**config.mk**
```make
export PLATFORM = sky130hd
export DESIGN_NAME = mem_arbiter_flat
export DESIGN_NICKNAME = d
export VERILOG_FILES = /design/src/rtl/mem_arb_pkg.sv /design/src/rtl/mem_arbiter_if.sv /design/src/rtl/mem_arbiter_rr_arb2.sv /design/src/rtl/mem_arbiter.sv /design/src/flat_wrapper.sv
export SDC_FILE = /design/constraint.sdc
export NUM_CORES = 1
export LEC_CHECK = 0
export ABC_AREA = 1
export CAP_MARGIN = 10
export CORE_AREA = 2 2 120 122
export DETAILED_ROUTE_END_ITERATION = 6
export DIE_AREA = 0 0 122 124
export GPL_TIMING_DRIVEN = 0
export PLACE_DENSITY = 0.71
export SLEW_MARGIN = 0
export SYNTH_ARGS = -nofsm -noshare
export SYNTH_HDL_FRONTEND = slang
export SYNTH_SLANG_ARGS = --single-unit
```
**constraint.sdc**
```tcl
create_clock -name clk -period 11.9 [get_ports clk]
set_input_delay 2.38 -clock clk [delete_from_list [all_inputs] [get_ports clk]]
set_output_delay 2.38 -clock clk [all_outputs]
set_load 0.02 [all_outputs]
```
**src/rtl/mem_arb_pkg.sv**
```systemverilog
// Shared types and defaults for the memory arbiter.
//   state_t : arbiter FSM states (IDLE -> ACCESS -> RESP -> IDLE)
//   owner_t : which requester owns the access in flight
//   ADDR_W_DEF / DATA_W_DEF : default word-address and data widths
package mem_arb_pkg;

  localparam int ADDR_W_DEF = 10;
  localparam int DATA_W_DEF = 32;

  typedef enum logic [1:0] {
    IDLE   = 2'd0,
    ACCESS = 2'd1,
    RESP   = 2'd2
  } state_t;

  typedef enum logic {
    OWN_IF = 1'b0,
    OWN_LS = 1'b1
  } owner_t;

endpackage

```
**src/rtl/mem_arbiter_if.sv**
```systemverilog
// Bus bundle between the two requesters, the arbiter and the word memory.
// Handshake: *_req is a level held (with its address/data) until the
// matching *_ack, which is a registered one-cycle pulse; the requester drops
// req in the ack cycle. Command fields are latched at grant, so later changes
// are ignored. mem_rdata is valid the cycle after the memory samples mem_addr.
//   slave  : arbiter view (drives acks, read data, memory command, dbg_state)
//   master : requester/memory/testbench view
interface mem_arbiter_if import mem_arb_pkg::*; #(
  parameter int ADDR_W = ADDR_W_DEF,
  parameter int DATA_W = DATA_W_DEF
) ();
  logic              if_req;
  logic [31:0]       if_addr;
  logic              if_ack;
  logic [DATA_W-1:0] if_rdata;

  logic              ls_req;
  logic              ls_we;
  logic [31:0]       ls_addr;
  logic [DATA_W-1:0] ls_wdata;
  logic              ls_ack;
  logic [DATA_W-1:0] ls_rdata;
  logic              ls_misalign;

  logic [ADDR_W-1:0] mem_addr;
  logic              mem_we;
  logic [DATA_W-1:0] mem_wdata;
  logic [DATA_W-1:0] mem_rdata;

  state_t            dbg_state;

  modport slave (
    input  if_req, if_addr, ls_req, ls_we, ls_addr, ls_wdata, mem_rdata,
    output if_ack, if_rdata, ls_ack, ls_rdata, ls_misalign,
           mem_addr, mem_we, mem_wdata, dbg_state
  );

  modport master (
    output if_req, if_addr, ls_req, ls_we, ls_addr, ls_wdata, mem_rdata,
    input  if_ack, if_rdata, ls_ack, ls_rdata, ls_misalign,
           mem_addr, mem_we, mem_wdata, dbg_state
  );
endinterface

```
**src/rtl/mem_arbiter_rr_arb2.sv**
```systemverilog
// Two-input round-robin grant.
//   clk, rst   : clock, asynchronous active-high reset
//   i_eligible : [0] = fetch, [1] = load/store
//   i_en       : grant allowed this cycle (arbiter idle)
//   o_grant    : one-hot grant, zero when nothing granted
// On a tie the side opposite the last grant wins; reset makes LS the last
// grant so fetch wins the first tie.
module rr_arb2 (
  input  logic       clk,
  input  logic       rst,
  input  logic [1:0] i_eligible,
  input  logic       i_en,
  output logic [1:0] o_grant
);
  logic r_last_ls;

  always_comb begin
    o_grant = 2'b00;
    if (i_en) begin
      case (i_eligible)
        2'b01:   o_grant = 2'b01;
        2'b10:   o_grant = 2'b10;
        2'b11:   o_grant = r_last_ls ? 2'b01 : 2'b10;
        default: o_grant = 2'b00;
      endcase
    end
  end

  always_ff @(posedge clk or posedge rst) begin
    if (rst) begin
      r_last_ls <= 1'b1;
    end else if (|o_grant) begin
      r_last_ls <= o_grant[1];
    end
  end
endmodule

```
**src/rtl/mem_arbiter.sv**
```systemverilog
// Arbitrates one synchronous-read word memory between instruction fetch and
// load/store. Each access takes IDLE (grant, latch command) -> ACCESS (memory
// samples) -> RESP (read data valid, captured) and acks one cycle later.
//   clk, rst : clock, asynchronous active-high reset
//   bus      : mem_arbiter_if.slave (requesters, memory, dbg_state)
module mem_arbiter import mem_arb_pkg::*; #(
  parameter int ADDR_W = ADDR_W_DEF,
  parameter int DATA_W = DATA_W_DEF
) (
  input  logic          clk,
  input  logic          rst,
  mem_arbiter_if.slave  bus
);
  state_t            r_state;
  owner_t            r_owner;
  logic              r_we;
  logic              r_mis;
  logic              r_if_ack;
  logic              r_ls_ack;
  logic              r_ls_mis;
  logic [ADDR_W-1:0] r_mem_addr;
  logic [DATA_W-1:0] r_mem_wdata;
  logic [DATA_W-1:0] r_if_rdata;
  logic [DATA_W-1:0] r_ls_rdata;

  logic [1:0]        w_eligible;
  logic [1:0]        w_grant;
  logic              w_grant_en;
  logic              w_unused;

  // A requester is masked in its own ack cycle so a req still high from the
  // finished access does not start a duplicate one.
  assign w_eligible = {bus.ls_req & ~r_ls_ack, bus.if_req & ~r_if_ack};
  assign w_grant_en = (r_state == IDLE);

  // Address bits outside the word index are intentionally ignored.
  assign w_unused = ^{bus.if_addr[31:ADDR_W+2], bus.if_addr[1:0],
                      bus.ls_addr[31:ADDR_W+2]};

  rr_arb2 u_rr (
    .clk        (clk),
    .rst        (rst),
    .i_eligible (w_eligible),
    .i_en       (w_grant_en),
    .o_grant    (w_grant)
  );

  always_ff @(posedge clk or posedge rst) begin
    if (rst) begin
      r_state     <= IDLE;
      r_owner     <= OWN_IF;
      r_we        <= 1'b0;
      r_mis       <= 1'b0;
      r_if_ack    <= 1'b0;
      r_ls_ack    <= 1'b0;
      r_ls_mis    <= 1'b0;
      r_mem_addr  <= '0;
      r_mem_wdata <= '0;
      r_if_rdata  <= '0;
      r_ls_rdata  <= '0;
    end else begin
      r_if_ack <= 1'b0;
      r_ls_ack <= 1'b0;
      r_ls_mis <= 1'b0;
      case (r_state)
        IDLE: begin
          if (w_grant[1]) begin
            r_owner     <= OWN_LS;
            r_we        <= bus.ls_we;
            r_mem_addr  <= bus.ls_addr[ADDR_W+1:2];
            r_mem_wdata <= bus.ls_wdata;
            r_mis       <= |bus.ls_addr[1:0];
            r_state     <= ACCESS;
          end else if (w_grant[0]) begin
            r_owner    <= OWN_IF;
            r_we       <= 1'b0;
            r_mem_addr <= bus.if_addr[ADDR_W+1:2];
            r_mis      <= 1'b0;
            r_state    <= ACCESS;
          end
        end
        ACCESS: r_state <= RESP;
        RESP: begin
          if (r_owner == OWN_IF) begin
            r_if_rdata <= bus.mem_rdata;
            r_if_ack   <= 1'b1;
          end else begin
            if (!r_we) r_ls_rdata <= bus.mem_rdata;
            r_ls_ack <= 1'b1;
            r_ls_mis <= r_mis;
          end
          r_state <= IDLE;
        end
        default: r_state <= IDLE;
      endcase
    end
  end

  // Decoded from state so that reset removes the write strobe immediately.
  assign bus.mem_we      = (r_state == ACCESS) && r_we && (r_owner == OWN_LS);
  assign bus.mem_addr    = r_mem_addr;
  assign bus.mem_wdata   = r_mem_wdata;
  assign bus.if_ack      = r_if_ack;
  assign bus.if_rdata    = r_if_rdata;
  assign bus.ls_ack      = r_ls_ack;
  assign bus.ls_rdata    = r_ls_rdata;
  assign bus.ls_misalign = r_ls_mis;
  assign bus.dbg_state   = r_state;
endmodule
```
**src/flat_wrapper.sv**
```systemverilog
// flat-port wrapper written by rule: the top's interface ports become plain ports
module mem_arbiter_flat import mem_arb_pkg::*;
#(
  parameter int ADDR_W = ADDR_W_DEF,
  parameter int DATA_W = DATA_W_DEF
)
  (clk, rst, bus_if_req, bus_if_addr, bus_ls_req, bus_ls_we, bus_ls_addr, bus_ls_wdata, bus_mem_rdata, bus_if_ack, bus_if_rdata, bus_ls_ack, bus_ls_rdata, bus_ls_misalign, bus_mem_addr, bus_mem_we, bus_mem_wdata, bus_dbg_state);
  mem_arbiter_if #(.ADDR_W(ADDR_W), .DATA_W(DATA_W)) bus_i ();
  input  logic clk;
  input  logic rst;
  input wire logic [$bits(bus_i.if_req)-1:0] bus_if_req;
  input wire logic [$bits(bus_i.if_addr)-1:0] bus_if_addr;
  input wire logic [$bits(bus_i.ls_req)-1:0] bus_ls_req;
  input wire logic [$bits(bus_i.ls_we)-1:0] bus_ls_we;
  input wire logic [$bits(bus_i.ls_addr)-1:0] bus_ls_addr;
  input wire logic [$bits(bus_i.ls_wdata)-1:0] bus_ls_wdata;
  input wire logic [$bits(bus_i.mem_rdata)-1:0] bus_mem_rdata;
  output wire logic [$bits(bus_i.if_ack)-1:0] bus_if_ack;
  output wire logic [$bits(bus_i.if_rdata)-1:0] bus_if_rdata;
  output wire logic [$bits(bus_i.ls_ack)-1:0] bus_ls_ack;
  output wire logic [$bits(bus_i.ls_rdata)-1:0] bus_ls_rdata;
  output wire logic [$bits(bus_i.ls_misalign)-1:0] bus_ls_misalign;
  output wire logic [$bits(bus_i.mem_addr)-1:0] bus_mem_addr;
  output wire logic [$bits(bus_i.mem_we)-1:0] bus_mem_we;
  output wire logic [$bits(bus_i.mem_wdata)-1:0] bus_mem_wdata;
  output wire logic [$bits(bus_i.dbg_state)-1:0] bus_dbg_state;
  assign bus_i.if_req = bus_if_req;
  assign bus_i.if_addr = bus_if_addr;
  assign bus_i.ls_req = bus_ls_req;
  assign bus_i.ls_we = bus_ls_we;
  assign bus_i.ls_addr = bus_ls_addr;
  assign bus_i.ls_wdata = bus_ls_wdata;
  assign bus_i.mem_rdata = bus_mem_rdata;
  assign bus_if_ack = bus_i.if_ack;
  assign bus_if_rdata = bus_i.if_rdata;
  assign bus_ls_ack = bus_i.ls_ack;
  assign bus_ls_rdata = bus_i.ls_rdata;
  assign bus_ls_misalign = bus_i.ls_misalign;
  assign bus_mem_addr = bus_i.mem_addr;
  assign bus_mem_we = bus_i.mem_we;
  assign bus_mem_wdata = bus_i.mem_wdata;
  assign bus_dbg_state = bus_i.dbg_state;
  mem_arbiter #(.ADDR_W(ADDR_W), .DATA_W(DATA_W)) u_core (.clk(clk), .rst(rst), .bus(bus_i));
endmodule
```
**Placed cells, one colour a class**

Scale bar: 20 um.
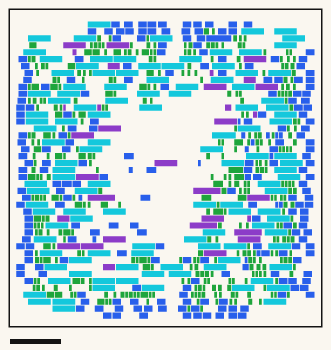
- clock drivers and dummy loads: purple (cells 32; share of their area 8.6%)
- combinational and other logic: green (cells 361; share of their area 23%)
- flops: cyan (cells 115; share of their area 39%)
- other buffers and delay cells: blue (cells 230; share of their area 30%)
Finished Core Util: 55.9%
Layout Cell Area excl Fill: 7670 um2
area inside the core boundary: 13,700 um2
fraction of area in registers: 37.5%

**Logic cells by family**

Scale bar: 20 um.
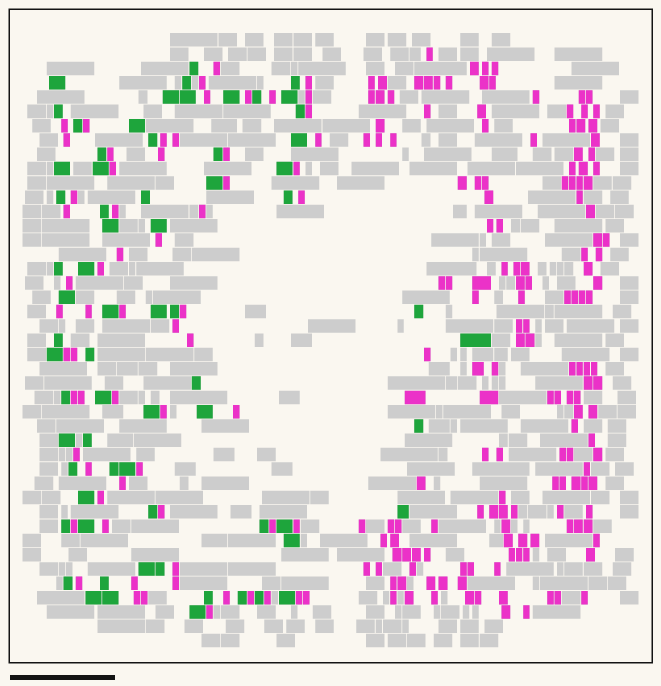
- inverting AOI/OAI gates: green (cells 68)
- NAND gates: magenta (cells 220; where all over the die)

**Drive-strength map**

Scale bar: 20 um.
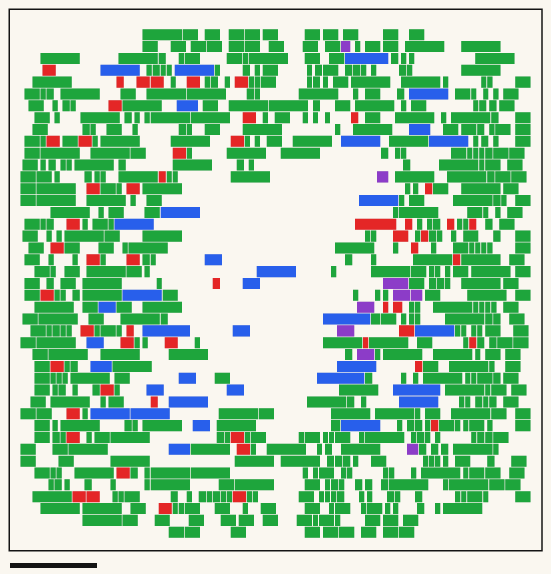
- _6 and larger: blue (cells 35; share 4.7%)
- _3 and _4 cells: purple (cells 9; share 1.2%)
- _2 cells: red (cells 54; share 7.3%)
- _0 and _1 cells: green (cells 640; share 87%)

==> results.txt <==
State of the implementation.

- The number of global-route vias before repair is 4,376.
- The launch instance of the worst register-to-register path is u_core.u_rr.r_last_ls, for reference.
- Setup repair after global routing left no endpoint under its margin.
- The net count entering floorplan is 636, for reference.
- At the later pin of the worst-skew pair, clock insertion delay measures 410 ps.
- For reference, the critical path cell chain is inv_1 > nor4_1 > clkdlybuf4s50_1.
- The tightest min-delay check is of the flip-flop to flip-flop type.
- The cell count after synthesis came out at 503.
- The signal arrival time at the worst endpoint is 1880 ps, for reference.
- Counting the buffers created by CTS gives 17.
- The share of async-settable or async-resettable flops after synthesis is 100%, for reference.
- The total via count after detailed routing is 4,175, for reference.
- Post-CTS repair ended up resizing 0 cells.
- The starting density of the core is 34.7%, for reference.
- The clock edge transition at the registers on the reported setup and hold paths is 50 ps, for reference.
- Per the placement log, port buffering inserted 202 buffers.
- Between clock sinks in the finished design, the worst skew comes to 8.79 ps.
- The minimum clock period after layout is 4260 ps, for reference.
- The number of maximum-capacitance violations recorded for the run is 0.
- The timing report gives the worst reg2reg path a setup slack of 10,350 ps.
- The total of hold buffers inserted after clock tree synthesis is 0, for reference.
- Looking at the cell usage after synthesis, the top flip-flop cell is dfrtp_1.
- The clock passes through at most 2 buffers.
- In the final timing run, aggregate negative setup slack is 0 ps.
- The number of max-slew violations in the final report is 0, for reference.
- The last timing report of the flow puts the setup violation total at 0.
- The synthesis report lists the most area-consuming cells as dfrtp_1 60%, nand2_1 13%, o21ai_2 5.9%.
- Yosys reports that the leading cell type by area covers 60.0% of the netlist area.
- The placer's final routability congestion estimate is 0.781, for reference.
- After clock tree synthesis, the setup repair step added 0 buffers.
- The total buffers and inverters traversed by the critical path is 2, for reference.
- The power density over the cells is 301 nW/um2, for reference.
- For reference, the placement row count at floorplan is 43.
- The power report lists cell-internal power as 1.44 mW.
- The number of antenna violations at the first check in global routing came to 0.
- The nature of the critical path endpoint is an output port, for reference.
- The part of the power in the clock network is 23.4%, for reference.
- The slew at the pin closest to its max-slew limit is 704 ps, for reference.
- The first-iteration detailed-routing DRC count is 190, for reference.
- According to the timing report, the data required time at the worst endpoint equals 9520 ps.
- The worst pin sits at a relative slew slack of 53.1%.
- The repair_antennas step left the layout with diodes totalling 0.
- The deepest level of the CTS H-tree is 4, for reference.
- The post-synthesis cell type with the largest combined area is dfrtp_1, for reference.
- The fraction of power consumed by combinational cells is 46.7%, for reference.
- TritonCTS built the clock tree.
- The flow ran to the end, and the final reports show no timing, DRC or antenna violations.
- The synth_stat.txt file lists the number of cells as 503.
- The routed length per placed instance is 14.7 um, for reference.
- The register bit count reported by yosys is 115, for reference.
- According to the I/O placement log, the pin count is 245.
- The peak fanout along the critical path is 4, for reference.
- The commonest cells after synthesis are 163 x nand2_1, 114 x dfrtp_1, 62 x inv_1.
- The cell area after synthesis is 4760 um2, for reference.
- The count of unique library cells instantiated by Yosys is 23, for reference.
- The growth of design area from synthesis to finish is 61.3%, for reference.
- Per the post-route antenna check, the number of violating nets is 0.
- The launching element type of the critical path is a flip-flop, for reference.
- The number of enable flip-flop cells is 0, for reference.
- The DRC violation total left in the routed layout is recorded as 0.
- The summed standard-cell area reported by yosys is 4760 um2, for reference.
- The tightest hold path in the finished design has a slack of 465 ps.
- According to the floorplan report, the die width is 122 um.
- STA lists the endpoint of the worst register-to-register path as u_core.bus.mem_addr[2].
- In the global route stage, overall resource usage came out at 18.3%.
- The HPWL reported at the end of detailed placement is 9850 um, for reference.
- The wire length of the first global-routing pass is 21,400 um, for reference.
- The number of cells on the worst reg-to-reg path is 6.
- The flow reports an fmax of 235 MHz.
- The instance count along the most critical hold path is 2, for reference.
- The floorplan die area is 15,100 um2, for reference.
- The endpoint of the worst hold-timing path is u_core.bus.mem_wdata[31], for reference.
- Grouping stages by cell kind, the critical path spends the most delay in buffers and inverters.
- The cell at the root of the clock tree is clkbuf_16, for reference.
- The critical path class is flip-flop to output port, for reference.
- The pre-antenna-repair detailed-routing pass consisted of 4 iterations.
- Per the detailed-route log, wirelength across all metal layers totals 13,500 um.
- Counting every sink on the clock net gives 115.
- Per the detail_route report, vias per standard cell equal 4.55.
- Entering global routing, the biggest net connects 62 pins.
- The worst-case IR drop observed on VDD is 0.167 mV.
- The sequential share of the synthesized area is 60.5%, for reference.
- For this run, the number of Yosys warnings is 0.
- The layout summary lists the proportion of cells stronger than drive strength 1 as 13.3%.
- The script computed the net switching share of total power as 37.8%.
- A synthesized cell averages 9.46 um2.
- The delay of the slowest critical-path stage is 670 ps, for reference.
- The final layout contains 858 nets.
**Routing congestion map**

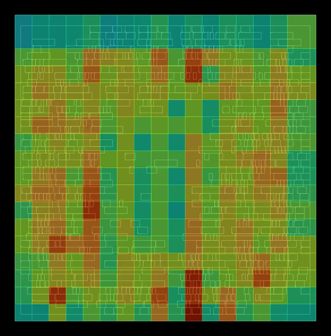
met1 track utilization from global routing: 21.8%
global-route track usage on met2: 30.2%
fraction of met3 tracks used by global routing: 7.42%

**Sequential cells grouped by signal name**

Scale bar: 20 um. Other sequential cells in the stronger grey, the rest of the logic in the fainter grey.
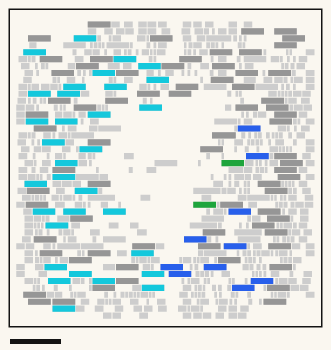
- u_core.bus.ls_rdata: cyan (flops 32)
- u_core.bus.dbg_state: green (flops 2)
- u_core.bus.mem_addr: blue (flops 10)
- not coloured: 71

==> flip-flops by register name, indices dropped and copies added, names as in the netlist, 2 cells and up <==
register              cells
u_core.bus.if_rdata      32
u_core.bus.ls_rdata      32
u_core.bus.mem_wdata     32
u_core.bus.mem_addr      10
u_core.bus.dbg_state      2
==> worst min-delay path, stage by stage (launching register included) <==
cell     delay, ps
dfrtp_1        330
nand2_1         50
nand2_1         50
==> placed cells by master (no fill, tap or decap), drive strengths merged <==
cell,netlist,routed
clkinvlp,0,1
nor3,1,1
clkbuf,1,23
nand2,165,165
clkinv,0,5
o21ai,66,66
clkdlybuf4s50,0,202
inv,64,64
o22ai,1,1
dfrtp,114,114
nor2,7,7
nand3,55,55
dfstp,1,1
buf,26,27
a21oi,1,1
bufinv,0,4
nor4,1,1
==> cells by family (layout without fill, tap and decap cells) <==
family          Yosys count  after routing  synth area share [%]
flops                   115            115                  60.5
buf+inv                  91            326                  9.05
simple gates            229            229                  20.5
compound gates           68             68                  9.94
==> routing by layer <==
layer  up-vias  wire [um]  share of wire [%]  GRT usage [%]
met5         -          0                  0              0
met4         0        181                1.3           6.32
met3        15       1310                9.7           7.42
met2       181       6370                 47           30.2
met1      1967       5620                 42           21.8
li1       2012          -                  -              -
==> power by group through the flow <==
| stage | sequential, mW | combinational [mW] | clock (mW) |
|---|---|---|---|
| floorplan | 0.906 | 0.356 | 0 |
| global placement | 0.687 | 1.07 | 0 |
| detailed placement | 0.693 | 1.09 | 0 |
| CTS | 0.692 | 1.10 | 0.553 |
| global route | 0.712 | 1.17 | 0.570 |
| finish | 0.691 | 1.08 | 0.541 |
==> worst max-delay path by stage <==
| stage | start | endpoint | slack, ps | cells after the start |
|---|---|---|---|---|
| global placement | rst | u_core.bus.ls_rdata[20] | 4930 | 2 |
| finish | u_core.bus.dbg_state[0] | bus_mem_we | 7640 | 3 |
| detailed placement | bus_if_req | u_core.bus.mem_addr[2] | 7970 | 7 |
| floorplan | rst | u_core.bus.dbg_state[0] | 6480 | 1 |
| global route | u_core.bus.dbg_state[0] | bus_mem_we | 7550 | 3 |
| CTS | u_core.bus.dbg_state[0] | bus_mem_we | 7600 | 3 |
==> per-stage QoR <==
step | worst slack [ps] | std cells | area, um2 | power (mW)
6_report | 7640 | 918 | 7670 | 2.31
4_1_cts | 7600 | 918 | 7670 | 2.34
3_3_place_gp | 4930 | 885 | 7000 | 1.76
3_5_place_dp | 7970 | 886 | 7030 | 1.79
5_1_grt | 7550 | 918 | 7670 | 2.46
2_1_floorplan | 6480 | 503 | 4760 | 1.26
==> cell type report <==
| class | count | area [um2] |
|---|---|---|
| clock buffer | 22 | 484 |
| timing repair buffer | 203 | 2050 |
| clock inverter | 10 | 153 |
| buffer | 27 | 190 |
| tap | 180 | 225 |
| inverter | 64 | 243 |
| fill | 1208 | 6050 |
| sequential | 115 | 2880 |
| multi-input combinational | 297 | 1450 |
No activity file was given, so power comes from the tool's default toggle rates.
